--- src/rtl/imem_pkg.sv ---
// Shared definitions for the instruction memory: the NOP encoding used as
// power-up array content and fault filler, the default geometry, and the
// response record carried from the memory to the fetch stage.
package imem_pkg;

    // addi x0, x0, 0
    localparam logic [31:0] NOP_INSTR = 32'h0000_0013;

    // Default geometry: 32 words of 32 bits.
    localparam int unsigned IMEM_ADDR_W = 5;
    localparam int unsigned IMEM_DATA_W = 32;

    // One fetch response as seen by the fetch stage.
    typedef struct packed {
        logic [IMEM_DATA_W-1:0] data;
        logic                   fault;
    } imem_rsp_t;

    // Misalignment / range classification of a byte address against a memory
    // of 2^addr_w words. Kept here so the top level and any checker agree on
    // the exact rule.
    function automatic logic imem_addr_fault(input logic [31:0] byte_addr,
                                             input int unsigned addr_w);
        logic misaligned_v;
        logic out_of_range_v;
        misaligned_v   = (byte_addr[1:0] != 2'b00);
        out_of_range_v = 1'b0;
        for (int unsigned b = 0; b < 32; b++) begin
            if (b >= addr_w + 2) begin
                out_of_range_v = out_of_range_v | byte_addr[b];
            end else begin
                out_of_range_v = out_of_range_v;
            end
        end
        return misaligned_v | out_of_range_v;
    endfunction

endpackage : imem_pkg

--- src/rtl/imem_array.sv ---
// Instruction storage: one write port (program load) and one synchronous read
// port (fetch). A write and a read to the same word in the same cycle return
// the value being written, so a freshly loaded instruction can be fetched
// without a dead cycle. The storage itself is never reset; only the read
// register is, so a reset cannot disturb a loaded program.
module imem_array import imem_pkg::*; #(
    parameter int unsigned             ADDR_WIDTH = IMEM_ADDR_W,
    parameter int unsigned             DATA_WIDTH = IMEM_DATA_W,
    parameter logic [DATA_WIDTH-1:0]   INIT_WORD  = NOP_INSTR
) (
    input  logic                  clk,
    input  logic                  rst,
    input  logic                  wr_en_i,
    input  logic [ADDR_WIDTH-1:0] wr_addr_i,
    input  logic [DATA_WIDTH-1:0] wr_data_i,
    input  logic                  rd_en_i,
    input  logic [ADDR_WIDTH-1:0] rd_addr_i,
    output logic [DATA_WIDTH-1:0] rd_data_o
);

    localparam int unsigned DEPTH = 2 ** ADDR_WIDTH;

    // Power-up content is all NOPs so an unloaded location is harmless.
    logic [DATA_WIDTH-1:0] mem_q [DEPTH] = '{default: INIT_WORD};

    logic [DATA_WIDTH-1:0] rd_data_q;
    logic [DATA_WIDTH-1:0] rd_data_d;
    logic                  collide_s;

    assign collide_s = wr_en_i && (wr_addr_i == rd_addr_i);

    // Next read value: bypass the write data on a same-word collision,
    // otherwise read the array; hold when no read is requested.
    always_comb begin
        rd_data_d = rd_data_q;
        if (rd_en_i) begin
            if (collide_s) begin
                rd_data_d = wr_data_i;
            end else begin
                rd_data_d = mem_q[rd_addr_i];
            end
        end else begin
            rd_data_d = rd_data_q;
        end
    end

    // Program load port; deliberately has no reset.
    always_ff @(posedge clk) begin
        if (wr_en_i) begin
            mem_q[wr_addr_i] <= wr_data_i;
        end
    end

    // Read register; reset only clears the visible output to the NOP word.
    always_ff @(posedge clk or posedge rst) begin
        if (rst) begin
            rd_data_q <= INIT_WORD;
        end else begin
            rd_data_q <= rd_data_d;
        end
    end

    assign rd_data_o = rd_data_q;

endmodule : imem_array

--- src/rtl/instruction_ram.sv ---
// Loadable instruction memory feeding the fetch stage.
// Fetch requests arrive as byte addresses over a valid/ready handshake and are
// answered one cycle later from a single registered response slot. The slot
// is refilled in the same cycle it is drained, so back-to-back fetches run at
// one word per cycle. A flush drops a held response while still letting a
// redirect-target request be accepted alongside it.
//
// Build option: define IMEM_FAULT_EN to flag misaligned or out-of-range
// fetches (response = NOP word with rsp_fault set, array not read). Without
// it the low two address bits and all bits above the word index are ignored,
// so addresses wrap modulo the memory depth and rsp_fault stays 0.
module instruction_ram import imem_pkg::*; #(
    parameter int unsigned           ADDR_WIDTH = IMEM_ADDR_W,
    parameter int unsigned           DATA_WIDTH = IMEM_DATA_W,
    parameter logic [DATA_WIDTH-1:0] NOP_WORD   = NOP_INSTR
) (
    input  logic                  clk,
    input  logic                  rst,

    input  logic                  req_valid,
    output logic                  req_ready,
    input  logic [31:0]           req_addr,

    output logic                  rsp_valid,
    input  logic                  rsp_ready,
    output logic [DATA_WIDTH-1:0] rsp_data,
    output logic                  rsp_fault,

    input  logic                  flush,

    input  logic                  ld_en,
    input  logic [ADDR_WIDTH-1:0] ld_addr,
    input  logic [DATA_WIDTH-1:0] ld_data
);

    logic                  rsp_valid_q;
    logic                  rsp_valid_d;
    logic                  rsp_fault_q;
    logic                  rsp_fault_d;

    logic                  accept_s;
    logic                  fault_s;
    logic                  rd_en_s;
    logic [ADDR_WIDTH-1:0] word_idx_s;
    logic [DATA_WIDTH-1:0] rd_data_s;

    assign word_idx_s = req_addr[ADDR_WIDTH+1:2];

`ifdef IMEM_FAULT_EN
    assign fault_s = imem_addr_fault(req_addr, ADDR_WIDTH);
`else
    // Byte-offset and upper bits play no part when fault checking is off.
    logic unused_addr_bits_s;
    assign unused_addr_bits_s = ^{req_addr[1:0], req_addr[31:ADDR_WIDTH+2]};
    assign fault_s            = 1'b0;
`endif

    // The slot can take a new word when it is empty, is being drained this
    // cycle, or is being discarded by a flush.
    assign req_ready = !rsp_valid_q || rsp_ready || flush;
    assign accept_s  = req_valid && req_ready;

    // A faulting fetch never touches the array; its data comes from the NOP mux.
    assign rd_en_s   = accept_s && !fault_s;

    imem_array #(
        .ADDR_WIDTH (ADDR_WIDTH),
        .DATA_WIDTH (DATA_WIDTH),
        .INIT_WORD  (NOP_WORD)
    ) u_array (
        .clk       (clk),
        .rst       (rst),
        .wr_en_i   (ld_en),
        .wr_addr_i (ld_addr),
        .wr_data_i (ld_data),
        .rd_en_i   (rd_en_s),
        .rd_addr_i (word_idx_s),
        .rd_data_o (rd_data_s)
    );

    // Response slot next state: a new accept always wins (even over flush),
    // otherwise a take or a flush empties the slot, otherwise it is held.
    always_comb begin
        rsp_valid_d = rsp_valid_q;
        rsp_fault_d = rsp_fault_q;
        if (accept_s) begin
            rsp_valid_d = 1'b1;
            rsp_fault_d = fault_s;
        end else if (flush || rsp_ready) begin
            rsp_valid_d = 1'b0;
            rsp_fault_d = rsp_fault_q;
        end else begin
            rsp_valid_d = rsp_valid_q;
            rsp_fault_d = rsp_fault_q;
        end
    end

    // Response slot state; reset drops any held response immediately.
    always_ff @(posedge clk or posedge rst) begin
        if (rst) begin
            rsp_valid_q <= 1'b0;
            rsp_fault_q <= 1'b0;
        end else begin
            rsp_valid_q <= rsp_valid_d;
            rsp_fault_q <= rsp_fault_d;
        end
    end

    // Both mux inputs are registered, so the data output is stable for the
    // whole time a response is held.
    assign rsp_valid = rsp_valid_q;
    assign rsp_fault = rsp_fault_q;
    assign rsp_data  = rsp_fault_q ? NOP_WORD : rd_data_s;

endmodule : instruction_ram

--- config.mk ---
export PLATFORM = sky130hd
export DESIGN_NAME = instruction_ram
export DESIGN_NICKNAME = d
export VERILOG_FILES = /design/src/rtl/imem_pkg.sv /design/src/rtl/imem_array.sv /design/src/rtl/instruction_ram.sv
export SDC_FILE = /design/constraint.sdc
export NUM_CORES = 1
export LEC_CHECK = 0
export CAP_MARGIN = 5
export CORE_MARGIN = 2
export CORE_UTILIZATION = 50
export CTS_CLUSTER_SIZE = 40
export DETAILED_ROUTE_END_ITERATION = 16
export PLACE_DENSITY = 0.67
export SLEW_MARGIN = 10
export SYNTH_ARGS = -nofsm -noshare
export SYNTH_HDL_FRONTEND = slang
export SYNTH_SLANG_ARGS = --single-unit
export TNS_END_PERCENT = 1
--- constraint.sdc ---
create_clock -name clk -period 2.7 [get_ports clk]
set_input_delay 0.54 -clock clk [delete_from_list [all_inputs] [get_ports clk]]
set_output_delay 0.54 -clock clk [all_outputs]
set_load 0.01 [all_outputs]
**Cell outlines without signal wires**

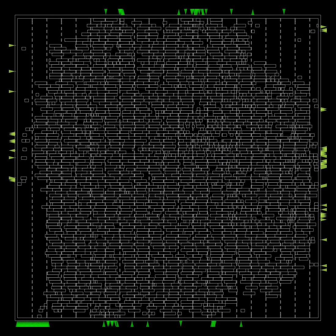
fill count: 5541
row cnt: 104
fin util: 60.1%
Seq/total area: 65.4%
final std cells w/o fill: 3192

**Pin placement**

Drawn at 1.5 px/µm. Pins as bars across the die edge, other pins in grey.
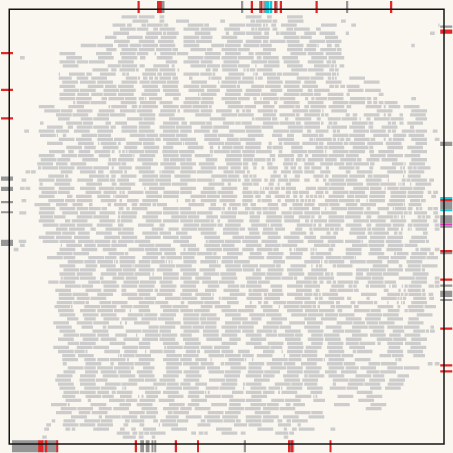
| colour | port | pins | direction | edge |
|---|---|---|---|---|
| red | ld_data | 32 | input | 11 bottom, 10 top, 8 right, 3 left |
| magenta | rsp_ready | 1 | input | right |
| cyan | ld_addr | 5 | input | 3 top, 2 right |
die height: 289 µm
PortBufs: 81

**Sizing map**

Drawn at 1.5 px/µm.
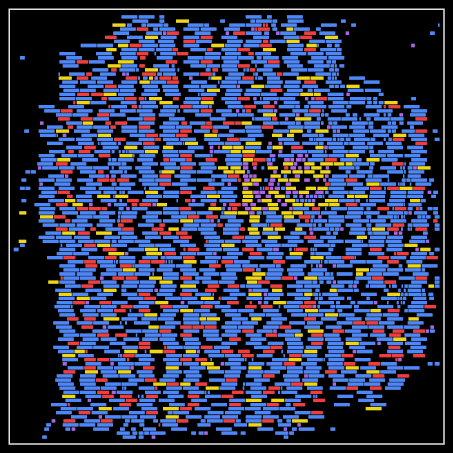
| colour | size | cells | share |
|---|---|---|---|
| yellow | x6 and larger | 213 | 10% |
| purple | x3 and x4 | 147 | 6.9% |
| red | x2 | 333 | 16% |
| blue | x1 and smaller | 1439 | 67% |
Worst Slack Setup Final: 0.163 ns
count of plain and timing-repair buffers in the layout: 265

**Selected gate families**

Drawn at 1.5 px/µm.
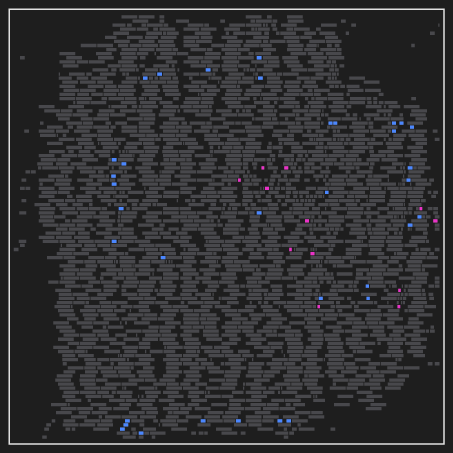
| colour | family | cells | most used |
|---|---|---|---|
| blue | non-inverting ao/oa cells | 35 | a221o_1 |
| magenta | and/or cells | 12 | or3b_2 |
highest-count logic cell in the final layout: edfxtp_1
Comb/total area: 18.0%

**Nets reached from selected ports**

Drawn at 1 px/µm.
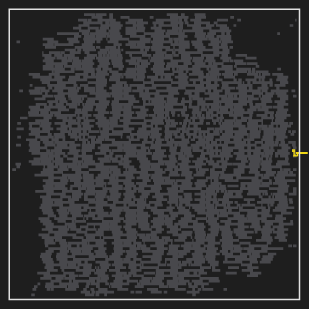
| colour | port | bits | direction | edge | end cells | buffers | wire |
|---|---|---|---|---|---|---|---|
| yellow | rsp_ready | 1 | input | right | 1 | 1 | 14.9 µm |
num ports: 110

==> impl_metrics.json <==
{
  "async_reset_ff_share_pct": 3.12,
  "end_kind": "output port",
  "path_delay_family": "simple AND/OR/NAND/NOR gates",
  "p_sw_share_pct": 20.6,
  "fp_util_pct": 50.5,
  "p_clk_share_pct": 41.6,
  "rsz0062_at_grt": "false",
  "post-cts-setup-buffers": 0,
  "cp_slowest_cell": "or3b_2",
  "cp_cell_sequence": "or3b_2 -> clkdlybuf4s50_1",
  "p_seq_share_pct": 52.2,
  "syn_inst": 1779,
  "rrSetupSlack_ns": 0.73,
  "r2r_end": "u_array.rd_data_o[5]",
  "place_ws_ns": -0.0288,
  "min_path_type": "in -> async",
  "clock_latency_ns": 0.68,
  "combPwrFrac_pct": 6.1,
  "ys_seq_share_pct": 77.8,
  "rr_startpoint": "u_array.mem_q[15][5]",
  "vias": 19932,
  "hold_buffers": 0,
  "totalPowerFinal_uw": 35200,
  "yosys_cells": 1779,
  "r2r_cells": 5,
  "top_cell_area_share_pct": 75.8,
  "p_int_uw": 27900,
  "clk_pin_slew_ns": 0.07,
  "period_minus_slack_ns": 2.54,
  "dieWidth_um": 289,
  "synth_cell_type_count": 48,
  "ant_nets": 0,
  "power.switching_uw": 7270,
  "tightest_slew_ns": 0.886,
  "layout-drive-gt1-share_pct": 32.5,
  "layout.nets": 2121,
  "drcViolationCount": 0,
  "stdcell_area_um2": 48300,
  "final_cell_mix": "edfxtp_1 (1024), mux4_2 (257), buf_4 (106)",
  "leakage_uw": 0.0155,
  "cts_resized": 0,
  "status": "complete, no violations",
  "path_max_fanout": 4,
  "yosysWarningCount": 0,
  "post-dp-hpwl_um": 56600,
  "h-tree-depth": 3,
  "tool_warnings": 55
}
==> cell families after synthesis <==
logic type | share of synthesized area, %
AOI/OAI and AO/OA | 2.39
xor gates and xnor gates | 0.108
buffers and inverters | 1.33
DFF | 77.8
muxes | 16.8
other | 0.00924
and+or+nand+nor | 1.56
==> worst max path at each step <==
stage                            end         from  cells after the start
2_1_floorplan   u_array.mem_q[10][0]   ld_addr[3]                      3
3_3_place_gp   u_array.rd_data_o[22]  req_addr[2]                      9
3_5_place_dp   u_array.rd_data_o[22]  req_addr[2]                      9
4_1_cts                    req_ready    rsp_valid                      2
5_1_grt                    req_ready    rsp_valid                      2
6_report                   req_ready    rsp_valid                      2
==> cell type report <==
class	instances	area, µm²
Sequential cell	1057	31600
Tap cell	1060	1330
Multi-Input combinational cell	617	8720
Fill cell	5541	32100
Clock inverter	55	671
Clock buffer	136	2830
Inverter	2	7.51
Timing Repair Buffer	265	3170
==> per-layer routing <==
metal,share of wire (%),GRT usage (%)
met4,2.3,7.04
met3,8.2,4.08
met5,0,0
met2,49,38.7
met1,41,34.4
==> state kept, by name, summed over array words and instances (netlist names) <==
register,flops
rsp_valid,1
u_array.mem_q,1024
u_array.rd_data_o,32
==> power by group through the flow <==
stage	Clock (µW)	Sequential, µW	Combinational, µW
after floorplan	0	18700	1070
after global placement	0	18700	2120
after detailed placement	0	18700	2170
after CTS	14900	18400	2180
after global routing	15500	18400	2300
final	14700	18400	2160
==> metrics by stage <==
stage,hold slack [ns],TNS (ns)
3_3_place_gp,0.502,0
6_report,0.313,0
5_1_grt,0.360,0
4_1_cts,0.319,0
3_5_place_dp,0.502,-0.0288
2_1_floorplan,0.551,-182.26
==> cells in the mapped netlist, types with 11 or more instances <==
cell type and instances:
clkbuf_1 51, mux2i_1 52, a22oi_1 13, nand2_1 40, dfrtp_1 30, nor3_1 12
buf_2 20, buf_1 11, o22ai_1 22, edfxtp_1 1024, a221oi_1 24, mux4_2 257
nor2_1 37, buf_6 11, a221o_1 21, a21oi_1 12, mux2_2 44
No activity file was given, so power comes from the tool's default toggle rates.
